Figure 1. Placement by cell class.
(1 px per um)
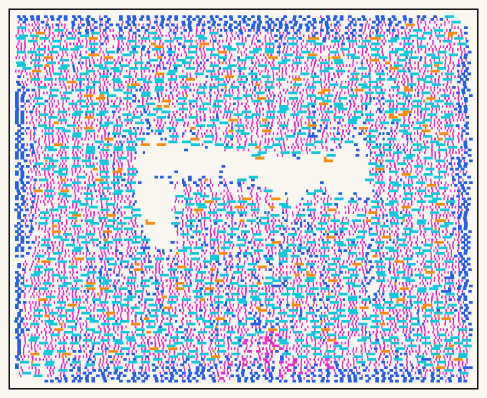
Figure 2. Placement density heat map.
The die is cut into 23 by 19 equal tiles; black is low, pale yellow is high, 0 to 100% covered.
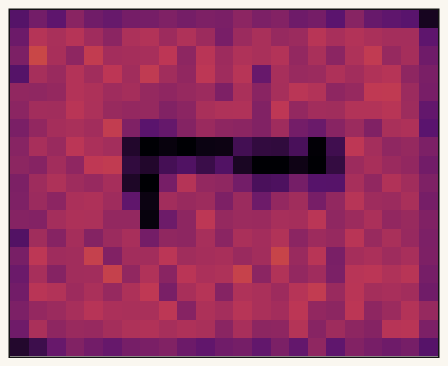
Figure 3. I/O pins on the die edge.
Pins as bars across the die edge, other pins in gray.
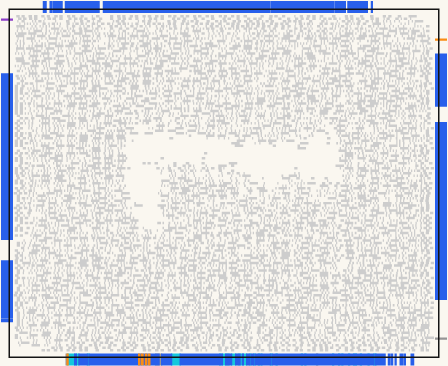
<file path="src/rtl/cbd_sampler_stream_if.sv">
// ----------------------------------------------------------------------------
// cbd_sampler_stream_if
//   Coefficient stream between the CBD noise sampler and its consumer
//   (NTT / poly-add datapath). One beat carries LANES coefficients.
//
//   out_valid   producer -> consumer  beat on out_coeffs is valid
//   out_ready   consumer -> producer  consumer accepts the beat this cycle
//   out_coeffs  producer -> consumer  lane L at bits L*COEFF_W +: COEFF_W
//   out_idx     producer -> consumer  index of the coefficient in lane 0
//   out_last    producer -> consumer  final beat of the polynomial
//
//   modport master : sampler side (drives the beat, observes ready)
//   modport slave  : consumer side (observes the beat, drives ready)
// ----------------------------------------------------------------------------
interface cbd_sampler_stream_if #(
  parameter int LANES   = 4,
  parameter int COEFF_W = 16
);
  logic                     out_valid;
  logic                     out_ready;
  logic [LANES*COEFF_W-1:0] out_coeffs;
  logic [7:0]               out_idx;
  logic                     out_last;

  modport master (
    output out_valid,
    output out_coeffs,
    output out_idx,
    output out_last,
    input  out_ready
  );

  modport slave (
    input  out_valid,
    input  out_coeffs,
    input  out_idx,
    input  out_last,
    output out_ready
  );
endinterface

</file>
<file path="src/rtl/cbd_sampler_stream.sv">
// ----------------------------------------------------------------------------
// cbd_sampler_stream
//   Centred-binomial noise sampler (eta = 2 or 3). Takes one PRF output block,
//   turns it into N coefficients c = popcount(a bits) - popcount(b bits) and
//   streams them LANES per beat over a valid/ready interface. Coefficients are
//   either sign-extended two's complement or mapped into [0, Q-1].
//
//   clk        in   clock, rising edge
//   rst_n      in   asynchronous active-low reset
//   start      in   request to sample noise_in (accepted only when idle)
//   noise_in   in   PRF block, NOISE_W bits, byte 0 in the top 8 bits
//   mod_q_en   in   0: two's-complement coefficients, 1: mod-q encoding
//   busy       out  high from start acceptance through the done pulse
//   done       out  one-cycle pulse after the final beat handshake
//   strm       master modport of cbd_sampler_stream_if (coefficient beats)
// ----------------------------------------------------------------------------
module cbd_sampler_stream #(
  parameter  int ETA     = 2,
  parameter  int LANES   = 4,
  parameter  int COEFF_W = 16,
  parameter  int N       = 256,
  parameter  int Q       = 3329,
  localparam int NOISE_W = 2 * ETA * N
) (
  input  logic                 clk,
  input  logic                 rst_n,
  input  logic                 start,
  input  logic [NOISE_W-1:0]   noise_in,
  input  logic                 mod_q_en,
  output logic                 busy,
  output logic                 done,
  cbd_sampler_stream_if.master strm
);

  localparam int BEAT_BITS = 2 * ETA * LANES;
  localparam int NBYTES    = NOISE_W / 8;
  localparam logic [7:0] LAST_IDX = 8'(N - LANES);
  localparam logic [7:0] IDX_STEP = 8'(LANES);

  // Elaboration-time parameter checks
  if (ETA != 2 && ETA != 3) begin : g_bad_eta
    $error("cbd_sampler_stream: ETA must be 2 or 3");
  end
  if ((N % LANES) != 0) begin : g_bad_lanes
    $error("cbd_sampler_stream: LANES must divide N");
  end
  if (N > 256) begin : g_bad_n
    $error("cbd_sampler_stream: N must fit the 8-bit coefficient index");
  end
  if (COEFF_W < 4) begin : g_bad_w
    $error("cbd_sampler_stream: COEFF_W must be at least 4");
  end

  typedef enum logic [1:0] {
    ST_IDLE,
    ST_RUN,
    ST_DONE
  } state_t;

  state_t               state_reg, state_next;
  logic [NOISE_W-1:0]   noise_reg;      // stream-ordered, current beat in the LSBs
  logic [NOISE_W-1:0]   noise_ord;      // noise_in rearranged into stream bit order
  logic                 mod_q_reg;
  logic [7:0]           idx_reg;
  logic [LANES*COEFF_W-1:0] coeffs_flat;
  logic                 accept;
  logic                 beat_fire;
  logic                 beat_last;

  genvar gi;

  // Stream bit 8j+k is bit k of byte j, and byte j sits at the top of
  // noise_in counting downwards. Flipping byte order once at capture means
  // coefficient i later lives at plain bit offset i*2*ETA.
  for (gi = 0; gi < NBYTES; gi++) begin : g_byte
    assign noise_ord[gi*8 +: 8] = noise_in[NOISE_W-1-8*gi -: 8];
  end

  assign accept    = (state_reg == ST_IDLE) && start;
  assign beat_last = (idx_reg == LAST_IDX);
  assign beat_fire = (state_reg == ST_RUN) && strm.out_ready;

  // Next-state logic
  always_comb begin
    state_next = state_reg;
    case (state_reg)
      ST_IDLE: if (start) state_next = ST_RUN;
      ST_RUN:  if (strm.out_ready && beat_last) state_next = ST_DONE;
      ST_DONE: state_next = ST_IDLE;
      default: state_next = ST_IDLE;
    endcase
  end

  always_ff @(posedge clk or negedge rst_n) begin
    if (!rst_n) begin
      state_reg <= ST_IDLE;
      noise_reg <= '0;
      mod_q_reg <= 1'b0;
      idx_reg   <= '0;
    end else begin
      state_reg <= state_next;
      if (accept) begin
        noise_reg <= noise_ord;
        mod_q_reg <= mod_q_en;
        idx_reg   <= '0;
      end else if (beat_fire) begin
        if (beat_last) begin
          // Drop the consumed block so the idle outputs read as zero again.
          noise_reg <= '0;
          idx_reg   <= '0;
        end else begin
          // Shift the next beat's 2*ETA*LANES bits down into the lane window.
          noise_reg <= noise_reg >> BEAT_BITS;
          idx_reg   <= idx_reg + IDX_STEP;
        end
      end
    end
  end

  // Per-lane coefficient: a - b lies in [-ETA, ETA], so 4 signed bits suffice.
  for (gi = 0; gi < LANES; gi++) begin : g_lane
    logic [2*ETA-1:0]   bits;
    logic [3:0]         pop_a;
    logic [3:0]         pop_b;
    logic [3:0]         diff;
    logic [COEFF_W-1:0] coeff;

    assign bits = noise_reg[gi*2*ETA +: 2*ETA];

    always_comb begin
      pop_a = '0;
      pop_b = '0;
      for (int k = 0; k < ETA; k++) begin
        pop_a = pop_a + {3'b000, bits[k]};
        pop_b = pop_b + {3'b000, bits[ETA+k]};
      end
      diff = pop_a - pop_b;
      if (mod_q_reg && diff[3]) begin
        // Q + c for negative c, done as a wrap-around add of the sign-extended value
        coeff = COEFF_W'(Q) + {{(COEFF_W-4){1'b1}}, diff};
      end else begin
        coeff = {{(COEFF_W-4){diff[3]}}, diff};
      end
    end

    assign coeffs_flat[gi*COEFF_W +: COEFF_W] = coeff;
  end

  // Outputs decode directly from registered state, so they are stable while
  // the consumer stalls (nothing shifts until a handshake).
  assign strm.out_valid  = (state_reg == ST_RUN);
  assign strm.out_last   = (state_reg == ST_RUN) && beat_last;
  assign strm.out_idx    = idx_reg;
  assign strm.out_coeffs = coeffs_flat;
  assign busy            = (state_reg != ST_IDLE);
  assign done            = (state_reg == ST_DONE);

endmodule

</file>
<file path="src/flat_wrapper.sv">
// flat-port wrapper written by rule: the top's interface ports become plain ports
module cbd_sampler_stream_flat 
#(
  parameter  int ETA     = 2,
  parameter  int LANES   = 4,
  parameter  int COEFF_W = 16,
  parameter  int N       = 256,
  parameter  int Q       = 3329,
  localparam int NOISE_W = 2 * ETA * N
)
  (clk, rst_n, start, noise_in, mod_q_en, busy, done, strm_out_valid, strm_out_coeffs, strm_out_idx, strm_out_last, strm_out_ready);
  cbd_sampler_stream_if #(.LANES(LANES), .COEFF_W(COEFF_W)) strm_i ();
  input  logic clk;
  input  logic rst_n;
  input  logic start;
  input  logic [NOISE_W-1:0] noise_in;
  input  logic mod_q_en;
  output logic busy;
  output logic done;
  output wire logic [$bits(strm_i.out_valid)-1:0] strm_out_valid;
  output wire logic [$bits(strm_i.out_coeffs)-1:0] strm_out_coeffs;
  output wire logic [$bits(strm_i.out_idx)-1:0] strm_out_idx;
  output wire logic [$bits(strm_i.out_last)-1:0] strm_out_last;
  input wire logic [$bits(strm_i.out_ready)-1:0] strm_out_ready;
  assign strm_out_valid = strm_i.out_valid;
  assign strm_out_coeffs = strm_i.out_coeffs;
  assign strm_out_idx = strm_i.out_idx;
  assign strm_out_last = strm_i.out_last;
  assign strm_i.out_ready = strm_out_ready;
  cbd_sampler_stream #(.ETA(ETA), .LANES(LANES), .COEFF_W(COEFF_W), .N(N), .Q(Q)) u_core (.clk(clk), .rst_n(rst_n), .start(start), .noise_in(noise_in), .mod_q_en(mod_q_en), .busy(busy), .done(done), .strm(strm_i));
endmodule
</file>
<file path="config.mk">
export PLATFORM = sky130hd
export DESIGN_NAME = cbd_sampler_stream_flat
export DESIGN_NICKNAME = d
export VERILOG_FILES = /design/src/rtl/cbd_sampler_stream_if.sv /design/src/rtl/cbd_sampler_stream.sv /design/src/flat_wrapper.sv
export SDC_FILE = /design/constraint.sdc
export NUM_CORES = 2
export LEC_CHECK = 0
export ABC_AREA = 1
export CELL_PAD_IN_SITES_DETAIL_PLACEMENT = 2
export CELL_PAD_IN_SITES_GLOBAL_PLACEMENT = 2
export CORE_AREA = 4 4 463 374
export DETAILED_ROUTE_END_ITERATION = 8
export DIE_AREA = 0 0 467 378
export GPL_TIMING_DRIVEN = 0
export PLACE_DENSITY_LB_ADDON = 0.2
export SLEW_MARGIN = 5
export SYNTH_ARGS = -nofsm -noshare
export SYNTH_HDL_FRONTEND = slang
export SYNTH_SLANG_ARGS = --single-unit
</file>
<file path="constraint.sdc">
create_clock -name clk -period 7.9 [get_ports clk]
set_input_delay 1.975 -clock clk [delete_from_list [all_inputs] [get_ports clk]]
set_output_delay 1.975 -clock clk [all_outputs]
set_load 0.01 [all_outputs]
</file>
==> run summary <==
Yosys cell types - 20
Root buffer selected by CTS - sky130_fd_sc_hd__clkbuf_16
Pwr Total - 23480 uW
Power drawn by the combinational cells - 9390 uW
Die span in x - 467 um
Sequential share of power - 35.6%
Share of the clock period used by the worst path - 80.07%
Total number of multi-input combinational cells - 4974
Largest family of logic cells by area - simple AND/OR/NAND/NOR gates
Number of setup violations in the final report - 0
Number of buffers and inverters on the critical path - 3
Area added between synthesis and finish - 35.13%
# Max-Cap Violations - 0
M1 wire length - 110.1 mm
Met2 wirelength from detailed routing - 127.9 mm
CTS max path bufs - 3
Syn_area_per_cell - 7.122 sq um
Vias in the first global route - 59390
Clk network pwr share - 24.4%
Post-synthesis cell area - 0.05195 sq mm
Run status - finished, final reports clean
Top area cells in the synthesized netlist - sky130_fd_sc_hd__dfrtp_1, sky130_fd_sc_hd__nand2_1, sky130_fd_sc_hd__nand3_1
Largest net degree at the start of global routing - 157
Non-clock buffer share - 19.49%
Count of warning messages emitted by the tools - 53
Clock-net power - 5730 uW
Switching part of the total - 41.43%
Layout clock area frac - 5.627%
Global-route track usage on met2 - 49.17%
Delay of the slowest cell on the worst path - 0.66 ns
Antenna diode instance count - 90
Most common cell in the synthesized netlist - sky130_fd_sc_hd__nand2_1
Setup slack after placement - 2.351 ns
-- Figure 1 (at the start) --
- remaining buffers and delay cells: blue (cells 1593)
- clock drivers and dummy loads: orange (cells 217)
- registers: cyan (cells 1033)
- remaining logic cells: magenta (cells 5778)
Rows: 135
Non-Filler Cell Area, Final: 0.07019 sq mm
total core area: 0.1684 sq mm
post-layout util: 41.68%

-- Figure 2 (at the start) --
- emptiest ninth of the die: middle
- fullest tile: 55%
- mean over tiles: 38%
- nearly empty tiles: 1.6%
floorplan utilization: 30.85%

-- Figure 3 (at the start) --
- `noise_in`: blue (pins 1024; direction input; edge 351 top, 308 bottom, 184 right, 181 left)
- `strm_out_coeffs`: cyan (pins 64; direction output; edge bottom)
- `strm_out_idx`: orange (pins 8; direction output; edge 7 bottom, 1 right)
- `clk`: purple (pins 1; direction input; edge left)

-- final timing paths --
check | endpoint | cells after the start | slack (ns) | startpoint
max in group asynchronous | u_core.noise_reg[524]$_DFFE_PN0P_ | 4 | 4.45 | rst_n
worst max register to register | u_core.noise_reg[317]$_DFFE_PN0P_ | 8 | 4.91 | u_core.state_reg[1]$_DFFE_PN0P_
worst min register to register | u_core.noise_reg[1012]$_DFFE_PN0P_ | 2 | 0.48 | u_core.noise_reg[1012]$_DFFE_PN0P_
worst min-delay path | u_core.noise_reg[1012]$_DFFE_PN0P_ | 2 | 0.48 | u_core.noise_reg[1012]$_DFFE_PN0P_
min in group asynchronous | u_core.noise_reg[74]$_DFFE_PN0P_ | 1 | 1.14 | rst_n
worst max-delay path | strm_out_coeffs[51] | 9 | 1.57 | u_core.noise_reg[15]$_DFFE_PN0P_
Power and IR drop assume default switching activity.
